--- config.mk ---
export PLATFORM = sky130hd
export DESIGN_NAME = game_flow_ctrl
export DESIGN_NICKNAME = d
export VERILOG_FILES = /design/src/rtl/game_flow_ctrl_pkg.sv /design/src/rtl/game_flow_ctrl_btn_edge.sv /design/src/rtl/game_flow_ctrl.sv
export SDC_FILE = /design/constraint.sdc
export NUM_CORES = 1
export LEC_CHECK = 0
export CORE_MARGIN = 2
export CORE_UTILIZATION = 30
export CTS_CLUSTER_DIAMETER = 50
export DETAILED_ROUTE_END_ITERATION = 10
export GPL_ROUTABILITY_DRIVEN = 1
export PLACE_DENSITY_LB_ADDON = 0.1
export SETUP_SLACK_MARGIN = 0.1
export SYNTH_ARGS = -nofsm -noshare
export SYNTH_HDL_FRONTEND = slang
export SYNTH_SLANG_ARGS = --single-unit
--- constraint.sdc ---
create_clock -name clk -period 3.56 [get_ports clk]
set_input_delay 0.712 -clock clk [delete_from_list [all_inputs] [get_ports clk]]
set_output_delay 0.712 -clock clk [all_outputs]
set_load 0.05 [all_outputs]
--- src/rtl/game_flow_ctrl_pkg.sv ---
// rtl/game_flow_ctrl_pkg.sv - screen codes, menu sizes and stage helpers for the game sequencer
package game_flow_ctrl_pkg;

    typedef enum logic [3:0] {
        ST_TITLE    = 4'd0,
        ST_STAFF    = 4'd1,
        ST_STAGE1   = 4'd2,
        ST_SUCCESS1 = 4'd3,
        ST_STAGE2   = 4'd4,
        ST_SUCCESS2 = 4'd5,
        ST_STAGE3   = 4'd6,
        ST_SUCCESS3 = 4'd7,
        ST_FAIL     = 4'd8
    } screen_t;

    localparam logic [1:0] MENU_TITLE  = 2'd3;
    localparam logic [1:0] MENU_PAIR   = 2'd2;
    localparam logic [1:0] MENU_SINGLE = 2'd1;

    function automatic logic [1:0] menu_size(input screen_t s);
        case (s)
            ST_TITLE:                                        return MENU_TITLE;
            ST_SUCCESS1, ST_SUCCESS2, ST_SUCCESS3, ST_FAIL:  return MENU_PAIR;
            default:                                         return MENU_SINGLE;
        endcase
    endfunction

    function automatic logic is_stage(input screen_t s);
        return (s == ST_STAGE1) || (s == ST_STAGE2) || (s == ST_STAGE3);
    endfunction

    function automatic screen_t stage_code(input logic [1:0] n);
        case (n)
            2'd2:    return ST_STAGE2;
            2'd3:    return ST_STAGE3;
            default: return ST_STAGE1;
        endcase
    endfunction

    function automatic logic [1:0] stage_num(input screen_t s);
        case (s)
            ST_STAGE2: return 2'd2;
            ST_STAGE3: return 2'd3;
            default:   return 2'd1;
        endcase
    endfunction

endpackage

--- src/rtl/game_flow_ctrl_btn_edge.sv ---
// rtl/game_flow_ctrl_btn_edge.sv - rising-edge detector for one debounced button
module game_flow_ctrl_btn_edge (
    input  logic clk,
    input  logic rst,
    input  logic level,
    output logic rise
);

    logic prev_q;
    logic armed_q;

    // armed_q masks the first cycle after reset so a button already held does not fire
    always_ff @(posedge clk) begin
        if (rst) begin
            prev_q  <= 1'b0;
            armed_q <= 1'b0;
        end else begin
            prev_q  <= level;
            armed_q <= 1'b1;
        end
    end

    assign rise = armed_q & level & ~prev_q;

endmodule

--- src/rtl/game_flow_ctrl.sv ---
// rtl/game_flow_ctrl.sv - screen sequencer: menu cursor, screen transitions and stage countdown
module game_flow_ctrl
    import game_flow_ctrl_pkg::*;
#(
    parameter int TICK_DIV     = 100_000_000,
    parameter int STAGE_TIME_S = 60
) (
    input  logic       clk,
    input  logic       rst,
    input  logic       btn_up,
    input  logic       btn_down,
    input  logic       btn_enter,
    input  logic       stage_clear,
    input  logic       stage_fail,
    output logic [3:0] state,
    output logic [1:0] cursor,
    output logic [6:0] time_left,
    output logic       stage_start
);

    localparam int               PRE_W     = (TICK_DIV > 1) ? $clog2(TICK_DIV) : 1;
    localparam logic [PRE_W-1:0] PRE_LAST  = PRE_W'(TICK_DIV - 1);
    localparam logic [6:0]       TIME_INIT = 7'(STAGE_TIME_S);

    logic             up_e, down_e, enter_e;
    screen_t          state_q, state_d;
    logic [1:0]       cursor_q, cursor_d;
    logic [1:0]       menu_m;
    logic [1:0]       last_stage_q;
    logic [PRE_W-1:0] prescaler_q;
    logic [6:0]       time_left_q;
    logic             stage_start_q;
    logic             in_stage, tick, lose_now, stage_entry;

    game_flow_ctrl_btn_edge u_edge_up    (.clk(clk), .rst(rst), .level(btn_up),    .rise(up_e));
    game_flow_ctrl_btn_edge u_edge_down  (.clk(clk), .rst(rst), .level(btn_down),  .rise(down_e));
    game_flow_ctrl_btn_edge u_edge_enter (.clk(clk), .rst(rst), .level(btn_enter), .rise(enter_e));

    assign in_stage    = is_stage(state_q);
    assign tick        = in_stage && (prescaler_q == PRE_LAST);
    assign lose_now    = stage_fail || (tick && (time_left_q == 7'd1));
    assign stage_entry = is_stage(state_d) && (state_d != state_q);

    always_comb begin
        state_d  = state_q;
        cursor_d = cursor_q;
        menu_m   = menu_size(state_q);
        case (state_q)
            ST_TITLE:    if (enter_e) state_d = stage_code(cursor_q + 2'd1);
            ST_STAGE1: begin
                if (stage_clear)   state_d = ST_SUCCESS1;
                else if (lose_now) state_d = ST_FAIL;
            end
            ST_STAGE2: begin
                if (stage_clear)   state_d = ST_SUCCESS2;
                else if (lose_now) state_d = ST_FAIL;
            end
            ST_STAGE3: begin
                if (stage_clear)   state_d = ST_SUCCESS3;
                else if (lose_now) state_d = ST_FAIL;
            end
            ST_SUCCESS1: if (enter_e) state_d = (cursor_q == 2'd0) ? ST_STAGE2 : ST_TITLE;
            ST_SUCCESS2: if (enter_e) state_d = (cursor_q == 2'd0) ? ST_STAGE3 : ST_TITLE;
            ST_SUCCESS3: if (enter_e) state_d = (cursor_q == 2'd0) ? ST_STAFF  : ST_TITLE;
            ST_FAIL:     if (enter_e) state_d = (cursor_q == 2'd0) ? stage_code(last_stage_q) : ST_TITLE;
            ST_STAFF:    if (enter_e) state_d = ST_TITLE;
            default:     state_d = ST_TITLE;
        endcase

        // enter takes priority over a simultaneous move; opposing moves cancel
        if (state_d != state_q) begin
            cursor_d = 2'd0;
        end else if (!enter_e) begin
            if (up_e && !down_e)
                cursor_d = (cursor_q == 2'd0) ? (menu_m - 2'd1) : (cursor_q - 2'd1);
            else if (down_e && !up_e)
                cursor_d = (cursor_q == (menu_m - 2'd1)) ? 2'd0 : (cursor_q + 2'd1);
        end
    end

    always_ff @(posedge clk) begin
        if (rst) begin
            state_q      <= ST_TITLE;
            cursor_q     <= 2'd0;
            last_stage_q <= 2'd1;
        end else begin
            state_q  <= state_d;
            cursor_q <= cursor_d;
            if (stage_entry) last_stage_q <= stage_num(state_d);
        end
    end

    always_ff @(posedge clk) begin
        if (rst) begin
            prescaler_q   <= '0;
            time_left_q   <= 7'd0;
            stage_start_q <= 1'b0;
        end else begin
            stage_start_q <= stage_entry;
            if (stage_entry || !is_stage(state_d))
                prescaler_q <= '0;
            else if (tick)
                prescaler_q <= '0;
            else
                prescaler_q <= prescaler_q + 1'b1;

            if (stage_entry)
                time_left_q <= TIME_INIT;
            else if ((state_d == ST_TITLE) || (state_d == ST_STAFF))
                time_left_q <= 7'd0;
            else if (tick && (time_left_q != 7'd0))
                time_left_q <= time_left_q - 7'd1;
        end
    end

    assign state       = state_q;
    assign cursor      = cursor_q;
    assign time_left   = time_left_q;
    assign stage_start = stage_start_q;

endmodule

Fig. 1: routed clock nets over the placement
The bar under the picture is 20 um long.
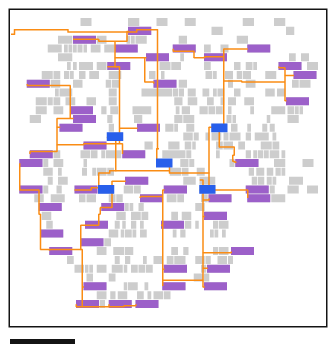
legend:
  orange:
    item: clock wires
    length: 673 um
  blue:
    item: cells driving clock nets
    count: 5
  purple:
    item: flip-flops
    count: 47
routed clock nets: 6
flops lie: all over the die
Clock Skew: 0.00791 ns
worst skew pair latency: 0.30 ns
Clock Power Share: 29.2%
clk pwr: 0.000342 W

Fig. 2: signal metal coverage by tile
The bar under the picture is 20 um long. The die is cut into 20 by 20 equal tiles; white is low, dark blue is high, scaled to the fullest tile. Values are wire area over tile area, all layers added.
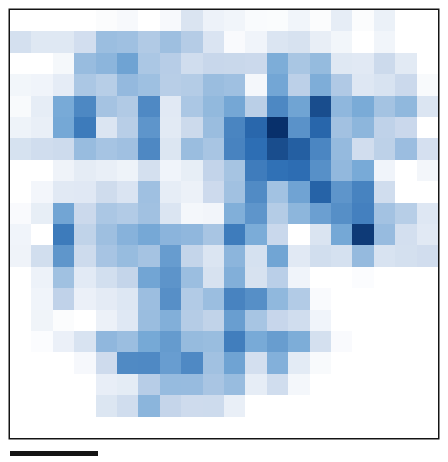
mean over tiles: 0.10
densest ninth of the die: centre
emptiest ninth of the die: lower right
fullest tile: 0.42
tiles over half the peak: 15%
nearly empty tiles: 26%
routed wire length: 6330 um
Total GRT Usage: 13.7%
WL/cell: 14.5 um
via count: 2221

Fig. 3: close-up of the layout
Window x 29 to 69, y 29 to 69 um. Cells in grey, sequential cells in the stronger grey; small squares are vias.
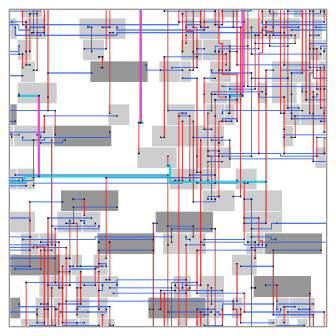
legend:
  magenta:
    layer: met4
  red:
    layer: met2
  cyan:
    layer: met3
  blue:
    layer: met1
most frequent: dfxtp_1 (9), nor4_1 (6), clkbuf_8 (6)
sequential cells in the window: 9
cells with their middle in the window: 80
netlist names of flops here include: prescaler_q (8), state (1)

Fig. 4: met3 routing
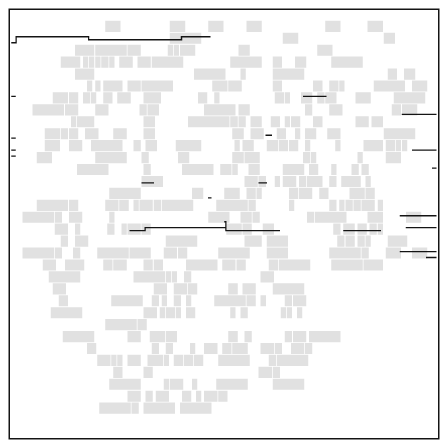
nets with wire on the layer: 16
share of all routed wire: 2.3%
longest straight run: 21.2 um
main direction: horizontal
met3 usage: 3.02%

==> results.py <==
# Synthesis and PnR figures
metrics = {
    "final_timing": {
        "post-route-period-util_pct": 84.6,
        "worstMarginPinSlew_ns": 0.585,
    },
    "yosys": {
        "synthCells": 308,
        "numSynthFlops": 47,
        "ys_sh_simple_pct": 32.1,
        "topCellsByArea": "dfxtp_1 36%, xnor2_1 7.0%, ha_1 3.8%",
        "logic_family": "simple AND/OR/NAND/NOR gates",
        "async_flop_share_pct": 0,
    },
    "place": {
        "dp_hpwl_um": 4480,
        "gp_congestion": 0.789,
    },
    "cts": {
        "clock-root-buffer": "clkbuf_8",
        "cts_resized": 0,
        "clock-sinks": 47,
        "h-tree-depth": 2,
        "path_clk_slew_ns": 0.09,
        "post-cts-setup-buffers": 0,
    },
    "worst_hold_path": {
        "hp-class": "reg2reg",
    },
    "final_layout": {
        "fillers": 929,
        "area_delta_synth_final_pct": 16.5,
        "diodes": 0,
        "final_common_cell": "dfxtp_1",
        "nNonClkBuffers": 28,
    },
    "floorplan": {
        "core_sq_um": 8590,
        "fp_util_pct": 30.6,
        "die_w_um": 97.6,
    },
    "setup_path": {
        "crit_cells": 7,
        "path_max_fanout": 9,
        "reg2reg_depth": 7,
        "crit_buf_inv": 0,
    },
    "status": {
        "status": "finished clean",
    },
    "global_route": {
        "grt_pass1_vias": 2169,
    },
    "routing": {
        "drtIter0Drc": 99,
        "wl_met1_um": 3310,
    },
    "power_and_ir_drop": {
        "power-top-group": "registers",
    },
}
## through the flow
| step | cell area [sq um] | instances | utilization (%) | power (W) | hold WS [ns] |
|---|---|---|---|---|---|
| after floorplan | 2630 | 308 | - | 0.000760 | 0.433 |
| after detailed placement | 2970 | 429 | 34.6 | 0.000843 | 0.466 |
| final | 3060 | 436 | 35.6 | 0.00117 | 0.472 |
| after CTS | 3060 | 436 | 35.6 | 0.00119 | 0.480 |
| after global routing | 3060 | 436 | 35.6 | 0.00124 | 0.509 |
| after global placement | 2970 | 429 | 34.6 | 0.000848 | 0.460 |
## state kept, by name, summed over array words and instances, names as in the netlist
register and cells:
u_edge_up.prev_q 1, stage_start 1, u_edge_enter.prev_q 1, u_edge_enter.armed_q 1
prescaler_q 27, time_left 7, cursor 2, last_stage_q 2
u_edge_down.prev_q 1, state 4
No activity file was given, so power comes from the tool's default toggle rates.
